===== config.mk =====
export PLATFORM = sky130hd
export DESIGN_NAME = id_stage
export DESIGN_NICKNAME = d
export VERILOG_FILES = /design/src/rtl/arm_pkg.sv /design/src/rtl/register_file.sv /design/src/rtl/id_stage.sv
export SDC_FILE = /design/constraint.sdc
export NUM_CORES = 1
export LEC_CHECK = 0
export ABC_CLOCK_PERIOD_IN_PS = 3800
export CAP_MARGIN = 0
export CORE_MARGIN = 2
export CORE_UTILIZATION = 45
export DETAILED_ROUTE_END_ITERATION = 16
export DONT_BUFFER_PORTS = 1
export SLEW_MARGIN = 5
export SYNTH_ARGS = -nofsm -noshare
export SYNTH_HDL_FRONTEND = slang
export SYNTH_SLANG_ARGS = --single-unit

===== constraint.sdc =====
create_clock -name clk -period 3.8 [get_ports clk]
set_input_delay 0.57 -clock clk [delete_from_list [all_inputs] [get_ports clk]]
set_output_delay 0.57 -clock clk [all_outputs]
set_load 0.005 [all_outputs]

===== src/rtl/arm_pkg.sv =====
// Shared decode constants for the ARM pipeline: instruction modes, data-processing
// opcodes, ALU commands, condition codes and the condition evaluator.
package arm_pkg;

  // Instruction class, taken from instIn[27:26]
  localparam logic [1:0] MODE_DP  = 2'b00;
  localparam logic [1:0] MODE_MEM = 2'b01;
  localparam logic [1:0] MODE_BR  = 2'b10;
  localparam logic [1:0] MODE_NOP = 2'b11;

  // Data-processing opcodes, instIn[24:21]
  localparam logic [3:0] OP_AND = 4'b0000;
  localparam logic [3:0] OP_EOR = 4'b0001;
  localparam logic [3:0] OP_SUB = 4'b0010;
  localparam logic [3:0] OP_ADD = 4'b0100;
  localparam logic [3:0] OP_ADC = 4'b0101;
  localparam logic [3:0] OP_SBC = 4'b0110;
  localparam logic [3:0] OP_TST = 4'b1000;
  localparam logic [3:0] OP_CMP = 4'b1010;
  localparam logic [3:0] OP_ORR = 4'b1100;
  localparam logic [3:0] OP_MOV = 4'b1101;
  localparam logic [3:0] OP_MVN = 4'b1111;

  // ALU commands consumed by the EXE stage
  localparam logic [3:0] EXE_NONE = 4'b0000;
  localparam logic [3:0] EXE_MOV  = 4'b0001;
  localparam logic [3:0] EXE_ADD  = 4'b0010;
  localparam logic [3:0] EXE_ADC  = 4'b0011;
  localparam logic [3:0] EXE_SUB  = 4'b0100;
  localparam logic [3:0] EXE_SBC  = 4'b0101;
  localparam logic [3:0] EXE_AND  = 4'b0110;
  localparam logic [3:0] EXE_ORR  = 4'b0111;
  localparam logic [3:0] EXE_EOR  = 4'b1000;
  localparam logic [3:0] EXE_MVN  = 4'b1001;

  // Condition field, instIn[31:28]
  localparam logic [3:0] COND_EQ = 4'b0000;
  localparam logic [3:0] COND_NE = 4'b0001;
  localparam logic [3:0] COND_CS = 4'b0010;
  localparam logic [3:0] COND_CC = 4'b0011;
  localparam logic [3:0] COND_MI = 4'b0100;
  localparam logic [3:0] COND_PL = 4'b0101;
  localparam logic [3:0] COND_VS = 4'b0110;
  localparam logic [3:0] COND_VC = 4'b0111;
  localparam logic [3:0] COND_HI = 4'b1000;
  localparam logic [3:0] COND_LS = 4'b1001;
  localparam logic [3:0] COND_GE = 4'b1010;
  localparam logic [3:0] COND_LT = 4'b1011;
  localparam logic [3:0] COND_GT = 4'b1100;
  localparam logic [3:0] COND_LE = 4'b1101;
  localparam logic [3:0] COND_AL = 4'b1110;
  localparam logic [3:0] COND_NV = 4'b1111;

  // True when the instruction's condition holds for flags {N,Z,C,V}
  function automatic logic cond_pass(input logic [3:0] cond, input logic [3:0] nzcv);
    logic n, z, c, v;
    logic res;
    n = nzcv[3];
    z = nzcv[2];
    c = nzcv[1];
    v = nzcv[0];
    case (cond)
      COND_EQ: res = z;
      COND_NE: res = ~z;
      COND_CS: res = c;
      COND_CC: res = ~c;
      COND_MI: res = n;
      COND_PL: res = ~n;
      COND_VS: res = v;
      COND_VC: res = ~v;
      COND_HI: res = c & ~z;
      COND_LS: res = ~c | z;
      COND_GE: res = (n == v);
      COND_LT: res = (n != v);
      COND_GT: res = ~z & (n == v);
      COND_LE: res = z | (n != v);
      COND_AL: res = 1'b1;
      default: res = 1'b0;
    endcase
    return res;
  endfunction

endpackage


===== src/rtl/register_file.sv =====
// Architectural register file R0-R14. Two combinational read ports, one write port
// from WB. Address 15 reads the current PC+4; writes to 15 are dropped. A read of
// the register WB is writing this cycle returns the incoming value.
module register_file
  import arm_pkg::*;
(
  input  logic        clk,
  input  logic        rst,
  input  logic [31:0] pcIn,
  input  logic [3:0]  rdAddr1,
  input  logic [3:0]  rdAddr2,
  input  logic        wbEn,
  input  logic [3:0]  wbDest,
  input  logic [31:0] wbValue,
  output logic [31:0] rdData1,
  output logic [31:0] rdData2
);

  logic [31:0] regs [0:14];

  // Reset loads Ri <= i and wins over a simultaneous WB write
  always_ff @(posedge clk) begin
    if (rst) begin
      for (int i = 0; i < 15; i++) begin
        regs[i] <= 32'(i);
      end
    end else if (wbEn && (wbDest != 4'd15)) begin
      regs[wbDest] <= wbValue;
    end
  end

  // Read ports: PC for R15, write-through for a same-cycle WB hit, else the array
  always_comb begin
    rdData1 = 32'd0;
    rdData2 = 32'd0;
    if (rdAddr1 == 4'd15) begin
      rdData1 = pcIn;
    end else if (wbEn && (wbDest == rdAddr1)) begin
      rdData1 = wbValue;
    end else begin
      rdData1 = regs[rdAddr1];
    end
    if (rdAddr2 == 4'd15) begin
      rdData2 = pcIn;
    end else if (wbEn && (wbDest == rdAddr2)) begin
      rdData2 = wbValue;
    end else begin
      rdData2 = regs[rdAddr2];
    end
  end

endmodule


===== src/rtl/id_stage.sv =====
// Instruction decode stage: control decode, condition/hazard gating, operand
// fields and register reads. Everything here is combinational except the register
// file writes, so the ID stage register sees a bubble whenever controls are gated.
module id_stage
  import arm_pkg::*;
(
  input  logic        clk,
  input  logic        rst,
  input  logic [31:0] pcIn,
  input  logic [31:0] instIn,
  input  logic [3:0]  status,
  input  logic        hazard,
  input  logic        wbWbEn,
  input  logic [3:0]  wbDest,
  input  logic [31:0] wbValue,
  output logic        writeBackEn,
  output logic        memReadEn,
  output logic        memWriteEn,
  output logic        b,
  output logic        s,
  output logic [3:0]  exeCmd,
  output logic [31:0] pc,
  output logic [31:0] valRn,
  output logic [31:0] valRm,
  output logic        imm,
  output logic [11:0] shiftOperand,
  output logic [23:0] signedImm24,
  output logic [3:0]  dest,
  output logic [3:0]  src1,
  output logic [3:0]  src2,
  output logic        twoSrc
);

  logic [3:0] cond;
  logic [1:0] mode;
  logic [3:0] opcode;
  logic       sBit;
  logic       isStore;
  logic       condOk;
  logic       issue;

  logic rawWbEn, rawMemRead, rawMemWrite, rawB, rawS;

  assign cond   = instIn[31:28];
  assign mode   = instIn[27:26];
  assign opcode = instIn[24:21];
  assign sBit   = instIn[20];

  assign pc           = pcIn;
  assign imm          = instIn[25];
  assign shiftOperand = instIn[11:0];
  assign signedImm24  = instIn[23:0];
  assign dest         = instIn[15:12];

  // Source numbers feed the hazard unit, so they come from the raw decode
  assign isStore = (mode == MODE_MEM) && !sBit;
  assign src1    = instIn[19:16];
  assign src2    = isStore ? instIn[15:12] : instIn[3:0];
  assign twoSrc  = ~imm | isStore;

  // Raw control decode by instruction class and opcode
  always_comb begin
    rawWbEn     = 1'b0;
    rawMemRead  = 1'b0;
    rawMemWrite = 1'b0;
    rawB        = 1'b0;
    rawS        = 1'b0;
    exeCmd      = EXE_NONE;
    case (mode)
      MODE_DP: begin
        rawS    = sBit;
        rawWbEn = 1'b1;
        case (opcode)
          OP_MOV:  exeCmd = EXE_MOV;
          OP_MVN:  exeCmd = EXE_MVN;
          OP_ADD:  exeCmd = EXE_ADD;
          OP_ADC:  exeCmd = EXE_ADC;
          OP_SUB:  exeCmd = EXE_SUB;
          OP_SBC:  exeCmd = EXE_SBC;
          OP_AND:  exeCmd = EXE_AND;
          OP_ORR:  exeCmd = EXE_ORR;
          OP_EOR:  exeCmd = EXE_EOR;
          OP_CMP: begin
            exeCmd  = EXE_SUB;
            rawWbEn = 1'b0;
          end
          OP_TST: begin
            exeCmd  = EXE_AND;
            rawWbEn = 1'b0;
          end
          default: begin
            exeCmd  = EXE_NONE;
            rawWbEn = 1'b0;
          end
        endcase
      end
      MODE_MEM: begin
        exeCmd = EXE_ADD;
        if (sBit) begin
          rawMemRead = 1'b1;
          rawWbEn    = 1'b1;
        end else begin
          rawMemWrite = 1'b1;
        end
      end
      MODE_BR: begin
        rawB = 1'b1;
      end
      default: begin
      end
    endcase
  end

  // A failed condition or a stall turns the instruction into a bubble
  assign condOk = cond_pass(cond, status);
  assign issue  = condOk & ~hazard;

  assign writeBackEn = rawWbEn     & issue;
  assign memReadEn   = rawMemRead  & issue;
  assign memWriteEn  = rawMemWrite & issue;
  assign b           = rawB        & issue;
  assign s           = rawS        & issue;

  register_file u_regFile (
    .clk     (clk),
    .rst     (rst),
    .pcIn    (pcIn),
    .rdAddr1 (src1),
    .rdAddr2 (src2),
    .wbEn    (wbWbEn),
    .wbDest  (wbDest),
    .wbValue (wbValue),
    .rdData1 (valRn),
    .rdData2 (valRm)
  );

endmodule


==> results.txt <==
Results of the flow run.

The number of port buffers stands at 0. The number of setup violations in the final report stands at 0. For the worst min-delay path, the startpoint reported by OpenROAD is wbValue[29].

The main area contributors are sky130_fd_sc_hd__edfxtp_1, sky130_fd_sc_hd__mux4_2, sky130_fd_sc_hd__and2_1. The worst slew margin relative to its limit stands at 38.21%. The non-filler instance count after layout stands at 3,347.

In this run the biggest area consumer among cell types represents 52.03% of the synthesized area. The final timing report lists a max-slew violation count of 0. The final core utilization stands at 49.81%. The setup path with the least slack is of type input port to primary output. The wire length on met2 stands at 45,130 µm.

The sequential cell area fraction in the yosys report stands at 52.03%. The final layout net count stands at 2,557. Detailed routing placed a total of 10,220 µm of wire on met3. The final timing report gives a worst setup slack of 0.09164 ns. Summed over all cells, the static leakage comes to 11.42 nW. After clock tree synthesis, the repair step resized 0 gates. Note that the worst hold path type here is input port to flip-flop.

The clock net sink count stands at 512. The final critical-path required period stands at 3.708 ns. The critical path data required time stands at 3.23 ns. The path with the worst hold slack has its endpoint at u_regFile.regs[15][29]. The antenna cell count stands at 0.

At the worst endpoint, the arrival time is 3.14 ns. The run finished with clean final reports. The number of flip-flops in the largest register stands at 512. The initial antenna violation count is 4. The library cells used most frequently in the layout, excluding fill and tap cells, are sky130_fd_sc_hd__edfxtp_1, sky130_fd_sc_hd__and2_1, sky130_fd_sc_hd__nand2_1.

The leftover overflow at the end of global routing stands at 0. Synthesis instantiated 50 different standard cells from the library. The number of clock buffers inserted by TritonCTS stands at 55.

STA classifies the critical path startpoint as an input port. The number of maximum-capacitance constraint violations stands at 0. In this design, the largest share of critical-path delay is due to simple AND/OR/NAND/NOR gates. The most critical setup path has its startpoint at instIn[20]. The clock passes through at most 3 buffers. The largest registers in the layout are u_regFile.regs x512. Per STA, the library cell used most along the worst path is sky130_fd_sc_hd__buf_4.

The violation tally from detailed-route iteration zero stands at 2,853. The critical path ends at valRm[24]. In this run the tools logged warnings totalling 32.

The post-synth count of flops with an enable pin is 512. On met3, the global router reports a usage of 5.361%. The proportion of register bits with asynchronous set or reset after synthesis stands at 0%.

After detailed placement, the total cell area comes to 30,390 µm². The final timing summary puts the cycle share of the worst path at 97.59%. The biggest fanout along the worst timing path stands at 20. For this block, wires on met1 add up to 39,380 µm. In this run the top signal layer used is met4.

The met2 track demand over resource in global routing stands at 45.39%. The number of failing hold endpoints at the final stage stands at 0. Counting instances, the worst hold path has a depth of 0. The clock transition at the register clock pins on the worst setup and hold paths after CTS stands at 0.06 ns. The post-synthesis cell count from yosys stands at 2,566.

The synthesized netlist has a Yosys-reported chip area of 29,550 µm². The count of hold buffers inserted by post-cts repair stands at 0. The width of the die stands at 260.3 µm.

For this run, the leading register cell type out of synthesis is sky130_fd_sc_hd__edfxtp_1. After legalization and detailed placement, the total HPWL measured 55,720 µm. The commonest cells after synthesis are sky130_fd_sc_hd__edfxtp_1, sky130_fd_sc_hd__and2_1, sky130_fd_sc_hd__nand2_1.

Synthesis inferred 512 register bits. The via count of the first global-routing pass stands at 21,240. The overall power consumption stands at 14.07 mW.
-- power by group --
group | switching (mW) | leakage (nW) | internal, mW
Combinational | 1.03 | 5.63 | 0.804
Sequential | 0.176 | 4.90 | 6.55
Clock | 2.34 | 0.890 | 3.16
-- logic make-up (layout without fill, tap and decap cells) --
logic type	after synthesis	in the layout	synth area share, %
other cells	1	32	0.01269
simple gates	1121	1121	19.71
buf+inv	318	213	5.428
xor+xnor	7	7	0.2075
mux	264	264	14.53
flops	512	512	52.03
compound gates	343	343	8.075
-- cell type report --
class | instances | area [µm²]
clock inverter | 39 | 386.6
inverter | 6 | 30.03
tap | 855 | 1070
timing repair buffer | 107 | 1132
fill | 5657 | 32470
clock buffer | 61 | 1420
multi-input combinational | 1767 | 12810
sequential | 512 | 15370
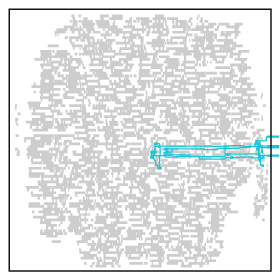
*Nets reached from selected ports*
Drawn at 1 px/µm.
wbDest: marked cyan, bits 4, direction input, end cells 25, wire 646 µm.

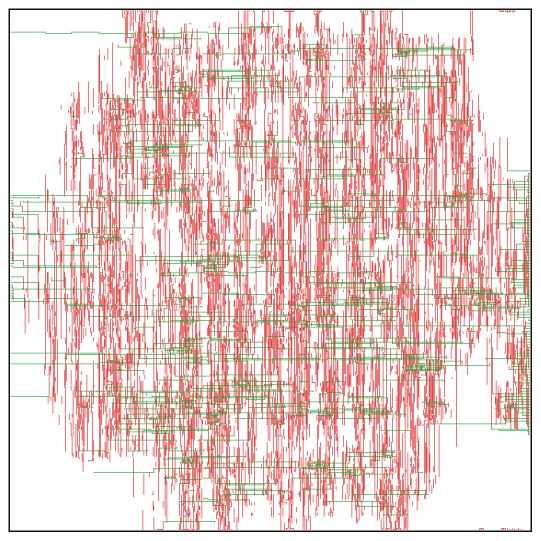
*Signal wires by layer*
Drawn at 2 px/µm. Two of the layers only.
M2: marked red, wire length 45.1 mm. M3: marked green, wire length 10,200 µm.
total vias in the final route: 21,560
GRT Total Usage: 28.74%
total wirelength of the detailed-routed design: 98,370 µm
wire per inst: 29.39 µm

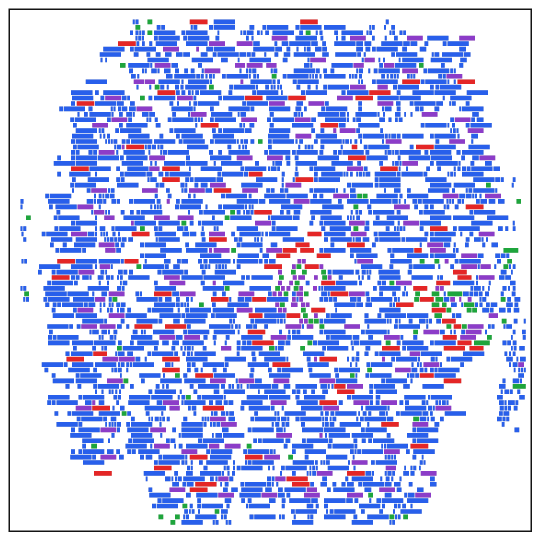
*Cells by drive strength*
Drawn at 2 px/µm.
x1 and smaller: marked blue, cells 2,100. x3 and x4: marked green, cells 94. x2: marked purple, cells 205. x6 and larger: marked red, cells 93.
cell area after layout: 32,230 µm²
Area growth, synth to finish: 9.065%

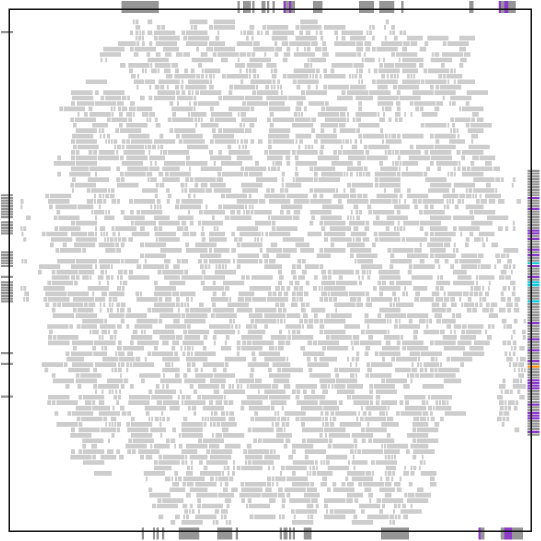
*Pin placement*
Drawn at 2 px/µm. Pins as bars across the die edge, other pins in gray.
instIn: marked purple, pins 32, direction input, edge 22 right, 5 top, 5 bottom. wbDest: marked cyan, pins 4, direction input, edge right. writeBackEn: marked orange, pins 1, direction output, edge right.
All pins by edge: 98 right, 69 top, 63 bottom, 33 left.

Power and IR drop assume default switching activity.
